## src/rtl/power_load_sequencer_if.sv

```systemverilog
// Control/status bundle between the GPIO/debug controller and the load sequencer.
// The controller side is master; the sequencer side is slave.
interface power_load_sequencer_if #(
  parameter int unsigned NUM_BANKS = 16,
  parameter int unsigned CNT_W     = 32
);
  localparam int unsigned LW = $clog2(NUM_BANKS + 1);

  logic                 start;
  logic                 abort;
  logic [CNT_W-1:0]     dwell_cycles;
  logic [CNT_W-1:0]     hold_cycles;
  logic [LW-1:0]        target_level;
  logic [7:0]           repeat_count;
  logic [NUM_BANKS-1:0] bank_en;
  logic [LW-1:0]        level;
  logic                 busy;
  logic                 done;
  logic [3:0]           state_led;

  modport master (
    output start, abort, dwell_cycles, hold_cycles, target_level, repeat_count,
    input  bank_en, level, busy, done, state_led
  );

  modport slave (
    input  start, abort, dwell_cycles, hold_cycles, target_level, repeat_count,
    output bank_en, level, busy, done, state_led
  );
endinterface

```

## src/rtl/power_load_sequencer.sv

```systemverilog
// Ramps the power-consumer toggle banks up, holds, and ramps down in a repeatable
// profile so board rails can be measured at known load steps.
module power_load_sequencer #(
  parameter int unsigned NUM_BANKS = 16,
  parameter int unsigned STEP      = 1,
  parameter int unsigned CNT_W     = 32
) (
  input logic                    clk_in,
  input logic                    rst_n,
  power_load_sequencer_if.slave  bus
);
  localparam int unsigned LW  = $clog2(NUM_BANKS + 1);
  localparam int unsigned LW1 = LW + 1;
  localparam logic [LW:0]        StepW  = LW1'(STEP);
  localparam logic [LW:0]        MaxW   = LW1'(NUM_BANKS);
  localparam logic [CNT_W-1:0]   CntOne = CNT_W'(1);

  typedef enum logic [2:0] {StIdle, StRampUp, StHold, StRampDown, StDone} state_e;

  state_e               state_q, state_d;
  logic [LW-1:0]        level_q, level_d;
  logic [LW-1:0]        tgt_q, tgt_d;
  logic [CNT_W-1:0]     cnt_q, cnt_d;
  logic [CNT_W-1:0]     dwell_q, dwell_d;
  logic [CNT_W-1:0]     hold_q, hold_d;
  logic [7:0]           rep_q, rep_d;
  logic                 inf_q, inf_d;

  logic [NUM_BANKS-1:0] bank_en_q, bank_en_d;
  logic                 busy_q, busy_d;
  logic                 done_q, done_d;
  logic [3:0]           led_q, led_d;

  logic [LW-1:0]        cfg_tgt;
  logic [CNT_W-1:0]     cfg_dwell, cfg_hold;
  logic [LW:0]          up_sum;
  logic [LW-1:0]        up_lvl, dn_lvl;
  logic                 last_profile;

  // Reload values are stored as N-1 so a zero request behaves like one cycle.
  always_comb begin
    cfg_tgt      = ({1'b0, bus.target_level} > MaxW) ? MaxW[LW-1:0] : bus.target_level;
    cfg_dwell    = (bus.dwell_cycles == '0) ? '0 : bus.dwell_cycles - CntOne;
    cfg_hold     = (bus.hold_cycles == '0) ? '0 : bus.hold_cycles - CntOne;
    up_sum       = {1'b0, level_q} + StepW;
    up_lvl       = (up_sum >= {1'b0, tgt_q}) ? tgt_q : up_sum[LW-1:0];
    dn_lvl       = ({1'b0, level_q} > StepW) ? level_q - StepW[LW-1:0] : '0;
    last_profile = !inf_q && (rep_q == 8'd1);
  end

  always_ff @(posedge clk_in or negedge rst_n) begin
    if (!rst_n) begin
      state_q   <= StIdle;
      level_q   <= '0;
      tgt_q     <= '0;
      cnt_q     <= '0;
      dwell_q   <= '0;
      hold_q    <= '0;
      rep_q     <= '0;
      inf_q     <= 1'b0;
      bank_en_q <= '0;
      busy_q    <= 1'b0;
      done_q    <= 1'b0;
      led_q     <= 4'b0001;
    end else begin
      state_q   <= state_d;
      level_q   <= level_d;
      tgt_q     <= tgt_d;
      cnt_q     <= cnt_d;
      dwell_q   <= dwell_d;
      hold_q    <= hold_d;
      rep_q     <= rep_d;
      inf_q     <= inf_d;
      bank_en_q <= bank_en_d;
      busy_q    <= busy_d;
      done_q    <= done_d;
      led_q     <= led_d;
    end
  end

  always_comb begin
    state_d = state_q;
    level_d = level_q;
    tgt_d   = tgt_q;
    cnt_d   = cnt_q;
    dwell_d = dwell_q;
    hold_d  = hold_q;
    rep_d   = rep_q;
    inf_d   = inf_q;
    unique case (state_q)
      StIdle: begin
        if (bus.start) begin
          tgt_d   = cfg_tgt;
          dwell_d = cfg_dwell;
          hold_d  = cfg_hold;
          rep_d   = bus.repeat_count;
          inf_d   = (bus.repeat_count == 8'd0);
          if (cfg_tgt == '0) begin
            state_d = StHold;
            level_d = '0;
            cnt_d   = cfg_hold;
          end else begin
            state_d = StRampUp;
            level_d = ({1'b0, cfg_tgt} > StepW) ? StepW[LW-1:0] : cfg_tgt;
            cnt_d   = cfg_dwell;
          end
        end
      end
      StRampUp: begin
        if (level_q == tgt_q) begin
          state_d = StHold;
          cnt_d   = hold_q;
        end else if (cnt_q == '0) begin
          level_d = up_lvl;
          if (up_lvl == tgt_q) begin
            state_d = StHold;
            cnt_d   = hold_q;
          end else begin
            cnt_d = dwell_q;
          end
        end else begin
          cnt_d = cnt_q - CntOne;
        end
      end
      StHold, StRampDown: begin
        // RAMP_DOWN at level 0 is the trailing cycle of the final profile.
        if (state_q == StRampDown && level_q == '0) begin
          state_d = StDone;
        end else if (cnt_q == '0) begin
          state_d = StRampDown;
          level_d = dn_lvl;
          cnt_d   = dwell_q;
          if (dn_lvl == '0) begin
            if (!last_profile) state_d = StRampUp;
            if (!inf_q) rep_d = rep_q - 8'd1;
          end
        end else begin
          cnt_d = cnt_q - CntOne;
        end
      end
      StDone:  state_d = StIdle;
      default: state_d = StIdle;
    endcase
    if (bus.abort && state_q != StIdle) begin
      state_d = StIdle;
      level_d = '0;
      cnt_d   = '0;
    end
  end

  always_comb begin
    bank_en_d = '0;
    for (int unsigned i = 0; i < NUM_BANKS; i++) begin
      bank_en_d[i] = (i < 32'(level_d));
    end
    busy_d = state_d inside {StRampUp, StHold, StRampDown};
    done_d = (state_d == StDone);
    led_d  = 4'b0000;
    unique case (state_d)
      StIdle:     led_d = 4'b0001;
      StRampUp:   led_d = 4'b0010;
      StHold:     led_d = 4'b0100;
      StRampDown: led_d = 4'b1000;
      default:    led_d = 4'b0000;
    endcase
  end

  assign bus.bank_en   = bank_en_q;
  assign bus.level     = level_q;
  assign bus.busy      = busy_q;
  assign bus.done      = done_q;
  assign bus.state_led = led_q;
endmodule

```

## src/flat_wrapper.sv

```systemverilog
// flat-port wrapper written by rule: the top's interface ports become plain ports
module power_load_sequencer_flat 
#(
  parameter int unsigned NUM_BANKS = 16,
  parameter int unsigned STEP      = 1,
  parameter int unsigned CNT_W     = 32
)
  (clk_in, rst_n, bus_start, bus_abort, bus_dwell_cycles, bus_hold_cycles, bus_target_level, bus_repeat_count, bus_bank_en, bus_level, bus_busy, bus_done, bus_state_led);
  power_load_sequencer_if #(.NUM_BANKS(NUM_BANKS), .CNT_W(CNT_W)) bus_i ();
  input logic clk_in;
  input logic rst_n;
  input wire logic [$bits(bus_i.start)-1:0] bus_start;
  input wire logic [$bits(bus_i.abort)-1:0] bus_abort;
  input wire logic [$bits(bus_i.dwell_cycles)-1:0] bus_dwell_cycles;
  input wire logic [$bits(bus_i.hold_cycles)-1:0] bus_hold_cycles;
  input wire logic [$bits(bus_i.target_level)-1:0] bus_target_level;
  input wire logic [$bits(bus_i.repeat_count)-1:0] bus_repeat_count;
  output wire logic [$bits(bus_i.bank_en)-1:0] bus_bank_en;
  output wire logic [$bits(bus_i.level)-1:0] bus_level;
  output wire logic [$bits(bus_i.busy)-1:0] bus_busy;
  output wire logic [$bits(bus_i.done)-1:0] bus_done;
  output wire logic [$bits(bus_i.state_led)-1:0] bus_state_led;
  assign bus_i.start = bus_start;
  assign bus_i.abort = bus_abort;
  assign bus_i.dwell_cycles = bus_dwell_cycles;
  assign bus_i.hold_cycles = bus_hold_cycles;
  assign bus_i.target_level = bus_target_level;
  assign bus_i.repeat_count = bus_repeat_count;
  assign bus_bank_en = bus_i.bank_en;
  assign bus_level = bus_i.level;
  assign bus_busy = bus_i.busy;
  assign bus_done = bus_i.done;
  assign bus_state_led = bus_i.state_led;
  power_load_sequencer #(.NUM_BANKS(NUM_BANKS), .STEP(STEP), .CNT_W(CNT_W)) u_core (.clk_in(clk_in), .rst_n(rst_n), .bus(bus_i));
endmodule
```

## config.mk

```make
export PLATFORM = sky130hd
export DESIGN_NAME = power_load_sequencer_flat
export DESIGN_NICKNAME = d
export VERILOG_FILES = /design/src/rtl/power_load_sequencer_if.sv /design/src/rtl/power_load_sequencer.sv /design/src/flat_wrapper.sv
export SDC_FILE = /design/constraint.sdc
export NUM_CORES = 1
export LEC_CHECK = 0
export ABC_AREA = 1
export CORE_ASPECT_RATIO = 1.25
export CORE_MARGIN = 3
export CORE_UTILIZATION = 59
export DETAILED_ROUTE_END_ITERATION = 8
export PLACE_DENSITY_LB_ADDON = 0.08
export SLEW_MARGIN = 10
export SYNTH_ARGS = -nofsm -noshare
export SYNTH_HDL_FRONTEND = slang
export SYNTH_SLANG_ARGS = --single-unit
export TNS_END_PERCENT = 10
```

## constraint.sdc

```tcl
create_clock -name clk_in -period 3.46 [get_ports clk_in]
set_clock_uncertainty 0.05 [all_clocks]
set_input_delay 0.692 -clock clk_in [delete_from_list [all_inputs] [get_ports clk_in]]
set_output_delay 0.692 -clock clk_in [all_outputs]
set_load 0.005 [all_outputs]
```

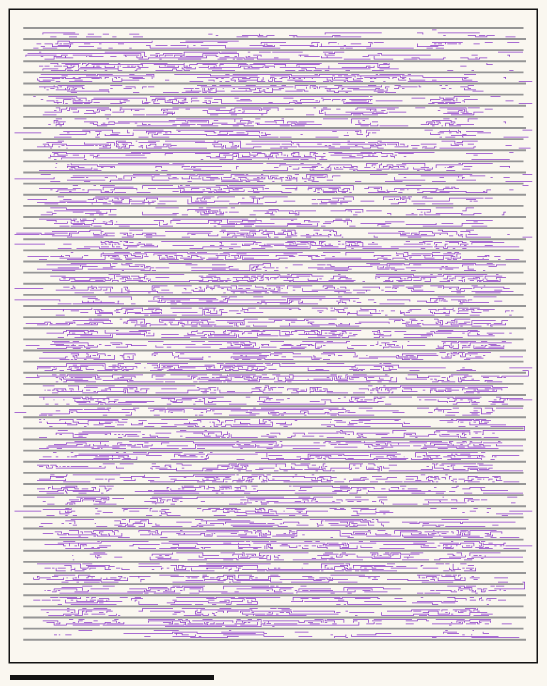
(images/layer_met1.png)
Scale bar: 50 um. Supply wires on this layer in grey.
longest straight run: 53.4 um
nets with wire on the layer: 1841
met1 Track Usage GR: 0.458
Via Count: 12592
WL final: 37800 um

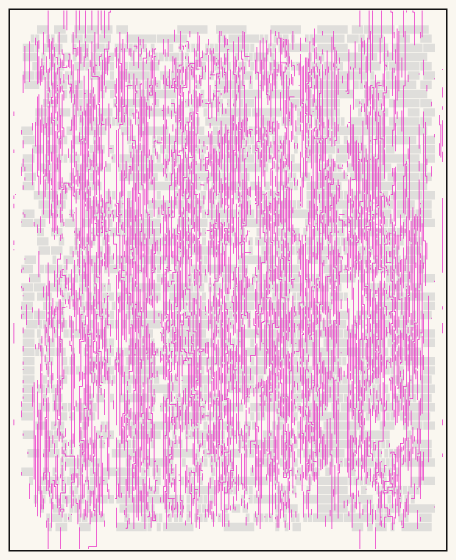
(images/layer_met2.png)
Cells faint in the background.
wire length on this layer: 17800 um
longest straight run: 64.8 um
met2 Use GR: 0.593

==> job_summary.md <==
### Metrics collected by this job

| Metric | Value |
|---|---|
| Fin worst setup slack | 0.231 ns |
| Detail Route Antenna Nets | 0 |
| Global-route wire length before repair | 60100 um |
| Setup violations, final | 0 |
| GRT Total Usage | 0.363 |
| Nets | 2016 |
| IO buf count | 107 |
| Ports | 108 |
| RSZ-0062 raised after global routing | false |
| Late-Pin Clk Latency | 0.43 ns |
| CTS H-tree depth | 4 |
| Vias in the first global route | 11869 |
| Warnings from Yosys | 0 |
| Outcome | complete, no violations |
| Worst VDD drop | 0.000512 V |
| Fmax | 310 MHz |
| Inserted Clock Buffers | 17 |
| Most numerous logic cell after layout | nand2_1 |
| Top cells excl fill/tap | nand2_1, nor2_1, inv_1 |
| Top FF cell, synth | dfrtp_1 |
| Register-to-register setup slack | 0.23 ns |
| Number of hold violations in the final report | 0 |
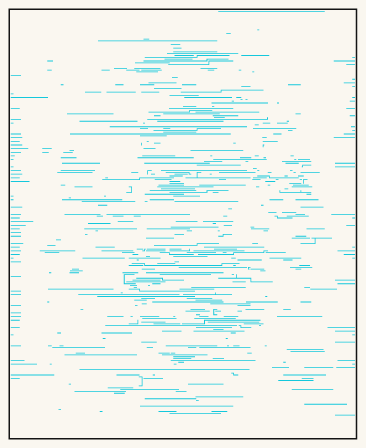
(images/layer_met3.png)
wire length on this layer: 3740 um
longest straight run: 63.0 um
met3 Usage GRT: 0.0604

==> critical path: stages, from the launching register on <==
cell	delay, ns
dfrtp_1	0.36
ha_2	0.22
nand3_1	0.15
xor2_2	0.21
ha_4	0.30
and3_1	0.14
nand2_1	0.07
nand2_1	0.08
nor2_2	0.04
buf_6	0.15
nand3b_1	0.08
nand3_1	0.11
nor2_4	0.22
nand3_4	0.16
buf_4	0.20
nand2_1	0.07
nand2_1	0.07
nand2_1	0.07
nand2_1	0.06
nand2_1	0.09
nand3_1	0.09
nand2_1	0.08
nand2_1	0.05
==> state kept, by name, indices dropped and copies added (netlist names), 3 cells and up <==
name,cells
u_core.hold_q,32
u_core.bus.level,4
u_core.dwell_q,32
u_core.rep_q,8
u_core.bus.state_led,4
u_core.bus.bank_en,16
u_core.cnt_q,32
u_core.tgt_q,5
u_core.state_q,3
==> per-stage QoR <==
step / instance area, sq um / instances
floorplan: 11100 / 1804
global placement: 12600 / 2124
detailed placement: 12600 / 2124
CTS: 13200 / 2156
global route: 13300 / 2161
finish: 13300 / 2161
==> logic make-up (layout without fill, tap and decap cells) <==
kind of cell,after synthesis,count (layout),synth area share
DFF,139,139,0.313
AOI/OAI and AO/OA,260,260,0.127
xor gates and xnor gates,52,52,0.0417
and+or+nand+nor,1101,1102,0.416
adders and majority gates,15,15,0.0169
buffers and inverters,237,365,0.0850
==> metal layers <==
layer	vias up	part of all wire	GRT usage
met4	0	0.055	0.183
met2	781	0.47	0.593
met3	160	0.099	0.0604
li1	6001	-	-
met1	5650	0.38	0.458
met5	-	0	0
==> what timing repair did <==
| item | 4_1_cts | 5_1_grt |
|---|---|---|
| setup buffers | 0 | 4 |
| resized | 0 | 14 |
| setup endpoints to repair | 0 | 46 |
==> how the worst max path moves through the flow <==
stage	start	end	slack (ns)	depth (start not counted)
2_1_floorplan	u_core.bus.level[0]	u_core.cnt_q[29]	0.53	22
6_report	u_core.bus.level[0]	u_core.cnt_q[25]	0.23	22
4_1_cts	u_core.bus.level[3]	u_core.cnt_q[4]	0.05	21
3_3_place_gp	u_core.bus.level[3]	u_core.cnt_q[0]	0.14	21
5_1_grt	u_core.bus.level[0]	u_core.cnt_q[4]	0.002	22
3_5_place_dp	u_core.bus.level[3]	u_core.cnt_q[0]	0.10	21
==> area by class of cell <==
class | count | area, sq um | area share
clock buffers | 18 | 429 | 0.0323
clock inverters | 14 | 161 | 0.0121
inverters | 175 | 667 | 0.0501
multi-input cells | 1429 | 6780 | 0.510
flip-flops and latches | 139 | 3480 | 0.262
well taps | 228 | 285 | 0.0215
repair buffers | 158 | 1500 | 0.113
==> report_power, final <==
part           internal (mW)  switching [mW]
sequential              2.33           0.640
combinational           2.05            3.78
clock                   1.08           0.811
